## config.mk

```make
export PLATFORM = sky130hd
export DESIGN_NAME = pic_inta_sequencer
export DESIGN_NICKNAME = d
export VERILOG_FILES = /design/src/rtl/pic_inta_sequencer.sv
export SDC_FILE = /design/constraint.sdc
export NUM_CORES = 1
export LEC_CHECK = 0
export ABC_AREA = 1
export CORE_MARGIN = 1.5
export CORE_UTILIZATION = 52
export DETAILED_ROUTE_END_ITERATION = 7
export GPL_ROUTABILITY_DRIVEN = 0
export MAX_ROUTING_LAYER = met4
export PLACE_DENSITY = 0.92
export REMOVE_ABC_BUFFERS = 1
export SLEW_MARGIN = 20
export SYNTH_ARGS = -nofsm -noshare
export SYNTH_HDL_FRONTEND = slang
export SYNTH_SLANG_ARGS = --single-unit
export TNS_END_PERCENT = 5
```

## constraint.sdc

```tcl
create_clock -name clk -period 4.8 [get_ports clk]
set_input_delay 1.2 -clock clk [delete_from_list [all_inputs] [get_ports clk]]
set_output_delay 1.2 -clock clk [all_outputs]
set_load 0.005 [all_outputs]
```

## src/rtl/pic_inta_sequencer.sv

```systemverilog
// CPU-side responder of the 8259 interrupt path: raises INT, runs the two-pulse
// INTA handshake, maintains the In-Service Register and drives the vector byte.
module pic_inta_sequencer #(
    parameter logic [2:0] SPURIOUS_LEVEL = 3'd7
) (
    input  logic       clk,
    input  logic       reset,
    input  logic       irr_valid,
    input  logic [2:0] chosen_interrupt,
    input  logic [4:0] vector_base,
    input  logic       aeoi,
    input  logic       inta_n,
    input  logic       eoi_valid,
    input  logic       eoi_specific,
    input  logic [2:0] eoi_level,
    output logic       int_out,
    output logic [7:0] data_out,
    output logic       data_oe,
    output logic [7:0] irr_clear,
    output logic [7:0] isr
);

    typedef enum logic [2:0] {
        StIdle,
        StIntPend,
        StAck1,
        StWait2,
        StAck2
    } state_e;

    state_e     state;
    logic [2:0] level;
    logic       spurious;
    logic       inta_prev;

    logic       inta_fall;
    logic       inta_rise;
    logic       isr_any;
    logic [2:0] isr_lowest;
    logic       qualifies;
    logic [7:0] isr_set;
    logic [7:0] isr_clr;

    assign inta_fall = inta_prev && !inta_n;
    assign inta_rise = !inta_prev && inta_n;
    assign isr_any   = |isr;

    // Lowest-indexed in-service level, i.e. the highest priority currently being served.
    always_comb begin
        isr_lowest = 3'd7;
        for (int i = 7; i >= 0; i--) begin
            if (isr[i]) begin
                isr_lowest = 3'(i);
            end
        end
    end

    // Fully nested: only a strictly higher priority than anything in service may interrupt.
    assign qualifies = irr_valid && (!isr_any || (chosen_interrupt < isr_lowest));

    // ISR set/clear masks for this cycle; sets are OR-ed in after clears so a set wins.
    always_comb begin
        isr_set = 8'h00;
        isr_clr = 8'h00;
        if (eoi_valid) begin
            if (eoi_specific) begin
                isr_clr[eoi_level] = 1'b1;
            end else if (isr_any) begin
                isr_clr[isr_lowest] = 1'b1;
            end
        end
        if ((state == StAck2) && inta_rise && aeoi && !spurious) begin
            isr_clr[level] = 1'b1;
        end
        if ((state == StIntPend) && inta_fall && qualifies) begin
            isr_set[chosen_interrupt] = 1'b1;
        end
    end

    // Handshake FSM with registered outputs and ISR update.
    always_ff @(posedge clk) begin
        if (reset) begin
            state     <= StIdle;
            level     <= 3'd0;
            spurious  <= 1'b0;
            inta_prev <= 1'b1;
            int_out   <= 1'b0;
            data_out  <= 8'h00;
            data_oe   <= 1'b0;
            irr_clear <= 8'h00;
            isr       <= 8'h00;
        end else begin
            inta_prev <= inta_n;
            irr_clear <= 8'h00;
            isr       <= (isr & ~isr_clr) | isr_set;
            unique case (state)
                StIdle: begin
                    if (qualifies) begin
                        int_out <= 1'b1;
                        state   <= StIntPend;
                    end
                end
                StIntPend: begin
                    if (inta_fall) begin
                        int_out <= 1'b0;
                        state   <= StAck1;
                        if (qualifies) begin
                            level     <= chosen_interrupt;
                            spurious  <= 1'b0;
                            irr_clear <= 8'h01 << chosen_interrupt;
                        end else begin
                            level    <= SPURIOUS_LEVEL;
                            spurious <= 1'b1;
                        end
                    end
                end
                StAck1: begin
                    if (inta_rise) begin
                        state <= StWait2;
                    end
                end
                StWait2: begin
                    if (inta_fall) begin
                        data_oe  <= 1'b1;
                        data_out <= {vector_base, level};
                        state    <= StAck2;
                    end
                end
                StAck2: begin
                    if (inta_rise) begin
                        data_oe  <= 1'b0;
                        data_out <= 8'h00;
                        state    <= StIdle;
                    end
                end
                default: state <= StIdle;
            endcase
        end
    end

endmodule

```

==> reports/metrics.yaml <==
outcome:
  status: "completed"
timing:
  max_clock_freq_mhz: 380
  relSlewSlack_pct: 61.2
  drv_slew: 0
  whs_ns: 0.485
  fin_crit_sh_pct: 54.9
  fin_tns_setup_ns: 0
  tightest_slew_ns: 0.581
  finalCriticalPeriod_ns: 2.63
  finalSetupViolations: 0
  hold_viol_final: 0
synth:
  synth.distinct_cells: 27
  yosys_warnings: 0
  syn_inst: 228
  ys_seq_share_pct: 40.7
  synth_area_um2: 1670
  netlist_logic_family_top: "simple AND/OR/NAND/NOR gates"
  ys_area_um2: 1670
  ys_sh_xor_pct: 0
  ys_ff: 34
worst_hold_path:
  holdPathEnd: "int_out"
clocking:
  cts_buffer_depth: 2
  cts_post_setup_buffers_inserted: 0
  clock-sinks: 34
  htreeDepth: 2
  worstSkewPairLatency_ns: 0.35
  cts_tree: "yes"
global_route:
  antenna_found_initial: 0
  grt-ovfl-total: 0
  grt_pass1_wl_mm: 6.33
  grt_pass1_vias: 1460
  grt.busiest_layer: "met2"
  grt_max_degree: 17
worst_setup_path:
  worst-endpoint-arrival_ns: 2.90
  r2r_end: "level[2]"
  end_kind: "register"
  r2r_start: "isr[0]"
  crit_end: "data_out[4]"
  crit_path_max_fanout: 11
  reg2reg_depth: 13
  required_ns: 5.07
floorplan:
  die_w_um: 59.7
  core_um2: 3050
  fp_util_pct: 54.7
cells_and_area:
  comb_area_um2: 831
  final_cell_mix: "clkdlybuf4s50_1 (43), dfxtp_1 (34), inv_1 (33)"
  syn_to_final_growth_pct: 34.0
route:
  wl_met3_um: 252
  drc: 0
  wl_met2_mm: 1.89
power_and_ir_drop:
  internal_power_mw: 0.532
  switching_share_pct: 29.0
  total_power_mw: 0.749
  p_comb_mw: 0.158
  p_sw_mw: 0.218
  pwr-share-comb_pct: 21.1
  seqPwrFrac_pct: 43.3
  top_power_group: "registers"
  pwr-share-clk_pct: 35.6
placed_design:
  dpl.hpwl_mm: 2.96
  io_buffers: 43
  place_area_um2: 2130
run:
  warnings: 25
[sequential cells by signal (all words and copies together) (netlist names)]
| signal | cells |
|---|---|
| data_out | 8 |
| int_out | 1 |
| level | 3 |
| spurious | 1 |
| isr | 8 |
| irr_clear | 8 |
| data_oe | 1 |
| state | 3 |
| inta_prev | 1 |
[area by class of cell]
type / count / area share, %
Multi-Input combinational cell: 152 / 37.1
Tap cell: 44 / 2.46
Inverter: 36 / 6.04
Sequential cell: 34 / 30.4
Timing Repair Buffer: 43 / 19.2
Clock buffer: 5 / 1.68
Clock inverter: 3 / 3.07
[metrics by stage]
stage	setup slack, ns	utilization, %
finish	2.17	73.3
global route	2.04	73.3
CTS	2.19	73.3
global placement	1.84	69.8
floorplan	2.56	-
detailed placement	1.85	69.8
[cells in the mapped netlist]
master     count  share of area [%]
a21oi_1       25                7.5
inv_1         33                7.4
nand2_4        4                2.7
nand3_2        1               0.60
nand3b_1       1               0.45
nand2_1       27                6.1
nor2_4         1               0.67
inv_2          3               0.67
ha_1           2                1.5
o211ai_1       1               0.45
nand4_1       11                4.1
dfxtp_1       34                 41
clkbuf_1       5                1.1
nand3_1       29                8.7
o21bai_1       1               0.45
o21ai_1        4                1.2
nor2_8         1                1.2
o21ai_2        3                1.6
nor2_1        20                4.5
o21bai_2       2                1.3
nor3_1         3               0.90
o21ai_0        8                2.4
buf_2          1               0.30
nand2_2        2               0.75
a31oi_1        1               0.37
nor2_2         2               0.75
o2111ai_1      3                1.6
[worst max-delay path, cell delays in order]
cell             delay (ns)
clkdlybuf4s50_1        0.42
nor2_1                 0.29
nand3_1                0.38
nand2_1                0.35
nand3_1                0.12
a21oi_1                0.13
**Signal wires on met3**

Scale: 8 px per um.
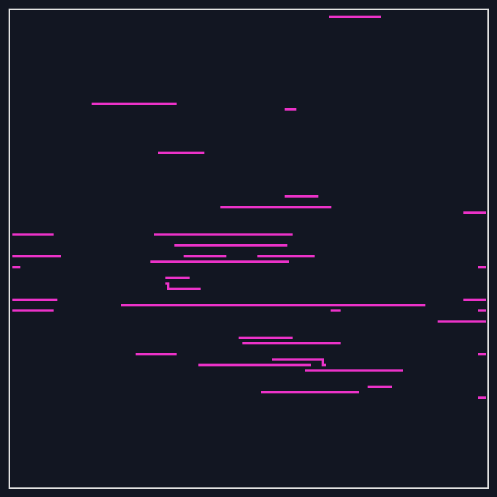
share of all routed wire	6.4%
longest straight run	37.7 um
grt met3 use: 6.06%
via count: 1686

**Sizing map**

Scale: 8 px per um.
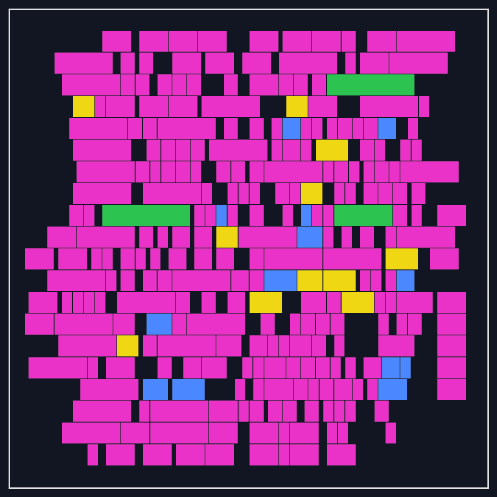
size	color	cells	share
x2	blue	13	4.8%
x6 and larger	green	3	1.1%
x3 and x4	yellow	11	4.0%
x1 and smaller	magenta	246	90%
final design area excluding fillers: 2240 um2
number of non-clock buffers: 43

Power figures rest on the tool's default switching activity, not on a simulated workload.
